## src/rtl/rule_aggregator_if.sv

```systemverilog
// Rule-beat stream into the aggregator: firing strength, singleton output,
// last marker, and a valid/ready handshake.
`timescale 1ns/1ps
interface rule_aggregator_if;
  logic        valid;
  logic        ready;
  logic [15:0] w;
  logic [15:0] g;
  logic        last;

  modport master (output valid, output w, output g, output last, input ready);
  modport slave  (input valid, input w, input g, input last, output ready);
endinterface

```

## src/rtl/rule_aggregator.sv

```systemverilog
// Accumulates S_w = sum(w) and S_wg = sum(w*g) over one inference, then
// right-shifts both sums by the same amount until S_w fits Q1.15.
//
// state | meaning
// IDLE  | waiting for start after reset
// ACCUM | accepting rule beats, multiply stage and accumulate stage running
// FLUSH | folding the last pending product into the accumulators
// NORM  | block-normalising until acc_w <= 0x7FFF, then publishing
// DONE  | results held, waiting for the next start
`timescale 1ns/1ps
module rule_aggregator #(
  parameter int N_RULES = 9,
  parameter int ACC_W   = 20
) (
  input  logic               clk,
  input  logic               rst_n,
  input  logic               start,
  rule_aggregator_if.slave   rule,
  output logic [15:0]        S_w,
  output logic [15:0]        S_wg,
  output logic               out_valid,
  output logic               err_cnt
);

  localparam int CNT_W = $clog2(N_RULES + 1);

  typedef enum logic [2:0] {IDLE, ACCUM, FLUSH, NORM, DONE} state_t;

  state_t             state;
  logic [ACC_W-1:0]   acc_w;
  logic [ACC_W-1:0]   acc_wg;
  logic [15:0]        prod_r;
  logic [15:0]        w_r;
  logic               pv;
  logic [CNT_W-1:0]   cnt;
  logic               ready_r;

  logic [15:0]        wc;
  logic [15:0]        gc;
  logic [31:0]        full_prod;
  logic [15:0]        prod_next;

  // Clamp inputs to 1.0 and form the rounded Q1.15 product; result is at most 0x8000.
  always_comb begin
    wc        = (rule.w > 16'h8000) ? 16'h8000 : rule.w;
    gc        = (rule.g > 16'h8000) ? 16'h8000 : rule.g;
    full_prod = {16'h0000, wc} * {16'h0000, gc};
    prod_next = 16'((full_prod + 32'd16384) >> 15);
  end

  assign rule.ready = ready_r;

  // Sequencer plus two-stage multiply/accumulate datapath and normalisation.
  always_ff @(posedge clk or negedge rst_n) begin
    if (!rst_n) begin
      state     <= IDLE;
      acc_w     <= '0;
      acc_wg    <= '0;
      prod_r    <= '0;
      w_r       <= '0;
      pv        <= 1'b0;
      cnt       <= '0;
      ready_r   <= 1'b0;
      S_w       <= '0;
      S_wg      <= '0;
      out_valid <= 1'b0;
      err_cnt   <= 1'b0;
    end else begin
      out_valid <= 1'b0;
      pv        <= 1'b0;
      if (pv) begin
        acc_w  <= acc_w + ACC_W'(w_r);
        acc_wg <= acc_wg + ACC_W'(prod_r);
      end
      case (state)
        IDLE, DONE: begin
          if (start) begin
            state   <= ACCUM;
            acc_w   <= '0;
            acc_wg  <= '0;
            cnt     <= '0;
            err_cnt <= 1'b0;
            ready_r <= 1'b1;
          end
        end
        ACCUM: begin
          if (rule.valid) begin
            prod_r <= prod_next;
            w_r    <= wc;
            pv     <= 1'b1;
            cnt    <= cnt + CNT_W'(1);
            if (rule.last) begin
              state   <= FLUSH;
              ready_r <= 1'b0;
            end else if (cnt == CNT_W'(N_RULES - 1)) begin
              // Rule budget exhausted without a last marker: close the inference anyway.
              err_cnt <= 1'b1;
              state   <= FLUSH;
              ready_r <= 1'b0;
            end
          end
        end
        FLUSH: begin
          state <= NORM;
        end
        NORM: begin
          if (acc_w > ACC_W'(16'h7FFF)) begin
            acc_w  <= acc_w >> 1;
            acc_wg <= acc_wg >> 1;
          end else begin
            S_w       <= acc_w[15:0];
            S_wg      <= acc_wg[15:0];
            out_valid <= 1'b1;
            state     <= DONE;
          end
        end
        default: begin
          state   <= IDLE;
          ready_r <= 1'b0;
        end
      endcase
    end
  end

endmodule

```

## src/flat_wrapper.sv

```systemverilog
// flat-port wrapper written by rule: the top's interface ports become plain ports
module rule_aggregator_flat 
#(
  parameter int N_RULES = 9,
  parameter int ACC_W   = 20
)
  (clk, rst_n, start, S_w, S_wg, out_valid, err_cnt, rule_valid, rule_w, rule_g, rule_last, rule_ready);
  rule_aggregator_if rule_i ();
  input  logic clk;
  input  logic rst_n;
  input  logic start;
  output logic [15:0] S_w;
  output logic [15:0] S_wg;
  output logic out_valid;
  output logic err_cnt;
  input wire logic [$bits(rule_i.valid)-1:0] rule_valid;
  input wire logic [$bits(rule_i.w)-1:0] rule_w;
  input wire logic [$bits(rule_i.g)-1:0] rule_g;
  input wire logic [$bits(rule_i.last)-1:0] rule_last;
  output wire logic [$bits(rule_i.ready)-1:0] rule_ready;
  assign rule_i.valid = rule_valid;
  assign rule_i.w = rule_w;
  assign rule_i.g = rule_g;
  assign rule_i.last = rule_last;
  assign rule_ready = rule_i.ready;
  rule_aggregator #(.N_RULES(N_RULES), .ACC_W(ACC_W)) u_core (.clk(clk), .rst_n(rst_n), .start(start), .rule(rule_i), .S_w(S_w), .S_wg(S_wg), .out_valid(out_valid), .err_cnt(err_cnt));
endmodule
```

## config.mk

```make
export PLATFORM = sky130hd
export DESIGN_NAME = rule_aggregator_flat
export DESIGN_NICKNAME = d
export VERILOG_FILES = /design/src/rtl/rule_aggregator_if.sv /design/src/rtl/rule_aggregator.sv /design/src/flat_wrapper.sv
export SDC_FILE = /design/constraint.sdc
export NUM_CORES = 1
export LEC_CHECK = 0
export ABC_CLOCK_PERIOD_IN_PS = 3090
export CAP_MARGIN = 15
export CORE_MARGIN = 3
export CORE_UTILIZATION = 44
export DETAILED_ROUTE_END_ITERATION = 10
export PLACE_DENSITY = 0.6
export SLEW_MARGIN = 20
export SYNTH_ARGS = -nofsm -noshare
export SYNTH_HDL_FRONTEND = slang
export SYNTH_SLANG_ARGS = --single-unit
```

## constraint.sdc

```tcl
create_clock -name clk -period 3.09 [get_ports clk]
set_input_delay 0.618 -clock clk [delete_from_list [all_inputs] [get_ports clk]]
set_output_delay 0.618 -clock clk [all_outputs]
set_load 0.02 [all_outputs]
```

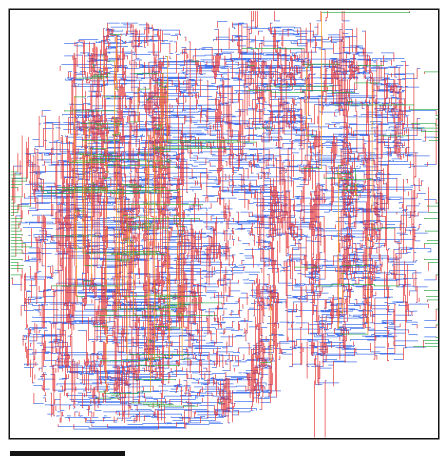
wires.png
The bar under the picture is 50 um long.
Key: metal 3 = green [wire length 2000 um]; metal 4 = orange [wire length 1630 um]; metal 2 = red [wire length 18800 um]; metal 1 = blue [wire length 17900 um]

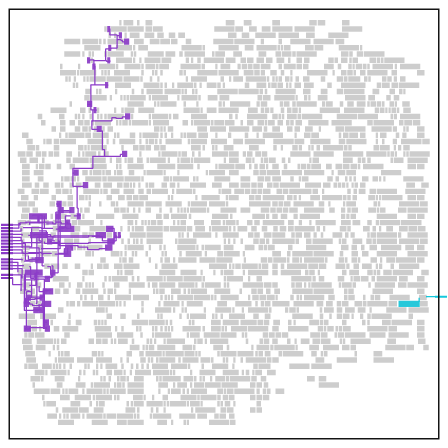
io_fan.png
Key: out_valid = cyan [bits 1, direction output, end cells 1, wire 6.70 um]; rule_g = purple [bits 16, direction input, end cells 52, wire 941 um]

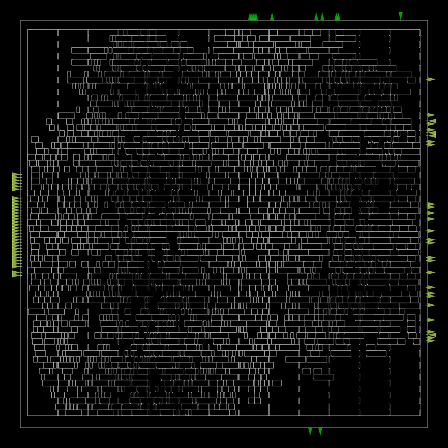
placement.png
area of the core: 31800 um^2
Final Util: 57.6%
Site Rows: 65

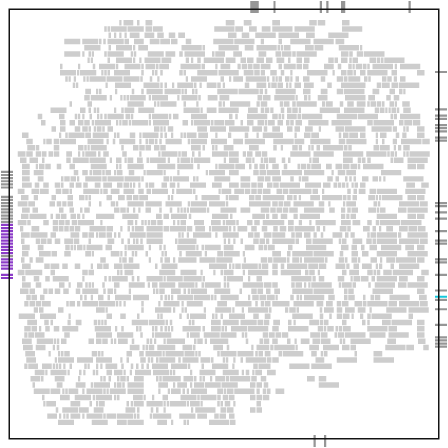
io_placement.png
Pins as bars across the die edge, other pins in grey.
Key: out_valid = cyan [pins 1, direction output, edge east]; rule_g = purple [pins 16, direction input, edge west]
All pins by edge: 32 west, 28 east, 10 north, 2 south.

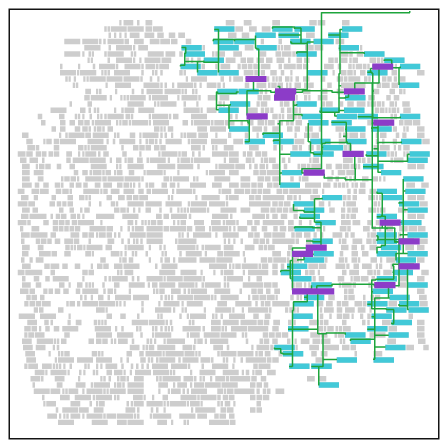
clk_routes.png
Key: clock drivers = purple [count 17]; flip-flops = cyan [count 115]; clock wires = green [length 1510 um]
There are 18 routed clock nets.
Clk pwr share: 17.2%
Latency at later pin: 0.41 ns

==> impl_metrics.csv <==
group,metric,value,unit
timing,clock_skew,0.00886,ns
finish,seq_cells,115,
finish,layout-drive-gt1-share,22.1,%
clocking,cts_tree,"yes",
critical_path,path_max_fanout,5,
critical_path,slowest_delay,0.57,ns
critical_path,crit_path_frequent_cell,"fa_1",
clocking,htree_levels,4,
critical_path,slowest_stage,"fa_1",
yosys,post-synth-top-area-fraction,27.2,%
run,warnings,30,
critical_path,critPathArrivalTime,6.70,ns
finish,stdcell_area,18300,um^2
critical_path,critPathTopFamily,"adder cells",
clocking,cts-root-buf,"clkbuf_16",
outcome,status,"finished, violations left",
yosys,yosysWarnings,0,
drt,met1_length,17900,um
pwr,p_sw_share,42.4,%
die,die_h,186,um
timing,setup_ws,-3.26,ns
critical_path,timing.rr.end,"u_core.acc_w[14]",
clocking,clockBufferDepth,2,
critical_path,r2r_cells,10,
drt,initialDrtViolationCount,714,
drt,dr_wl_met3,2000,um
yosys,netlist_instances,1598,
finish,syn2layout_area_growth,27.8,%
timing,rsz0062_at_grt,"true",
yosys,fa_ha_area_share,39.6,%
global_routing,grt_usage,23.5,%
timing,slew_headroom,57.1,%
die,num_tap_cells,435,
drt,vias,11822,
critical_path,rrSetupSlack,0.25,ns
die,io_pins,72,
drt,routed_wl,40300,um
place,pre_cts_slack,-4.09,ns
global_routing,grt_pass1_vias,12496,
pwr,clock_power,1.84,mW
pwr,pg_seq,2.51,mW
drt,via_per_inst,5.13,
pwr,comb_power_share,59.2,%
global_routing,grt_overflow_total,0,
global_routing,grt_use_met3,3.42,%
critical_path,r2r_start,"u_core.acc_w[0]",
finish,nClkBuffers,17,
worst_hold_path,hold_class,"in2async",
timing,tightest_slew,0.641,ns
yosys,netlist.top_cell.by_area,"fa_1",
finish,instances_no_fill,2306,
yosys,synthMuxAreaShare,3.69,%
clocking,cts-resized-gates,129,
yosys,fp_nets,1971,
critical_path,worst-endpoint-required,3.44,ns
timing,setup_tns,-48.41,ns
die,die_area,34800,um^2
finish,fill_cells,2842,
critical_path,crit_type,"in2reg",
finish,mi_logic_area,10800,um^2
finish,regArea,2880,um^2
timing,whs,0.155,ns
timing,finalSetupViolations,16,
critical_path,cp-endpoint,"u_core.prod_r[10]",
drt,drt-pass1-iter-count,5,
finish,multiInputCombCellCount,1158,
outcome,violations,"setup timing",
global_routing,grt_max_degree,62,
finish,comb-cell-share,58.7,%
pwr,total_power,10.6,mW
pwr,ir_worst_vdd,0.403,mV
timing,finalClockPeriodUsage,206,%
yosys,syn_area_per_cell,8.97,um^2
critical_path,crit_path_end_kind,"flip-flop",
pwr,power_leader,"combinational cells",
finish,final_nets,2231,
finish,final_common_cell,"inv_1",
place,numPortBuffers,71,
drt,top_layer_used,"met4",
finish,largest_class,"combinational gates",
yosys,synthAoiAreaFrac,9.15,%
drt,wl_met2,18800,um
clocking,clock_sink_count,115,
pwr,p_seq_share,23.6,%
finish,buffers,306,
yosys,netlist_area,14300,um^2
No activity file was given, so power comes from the tool's default toggle rates.
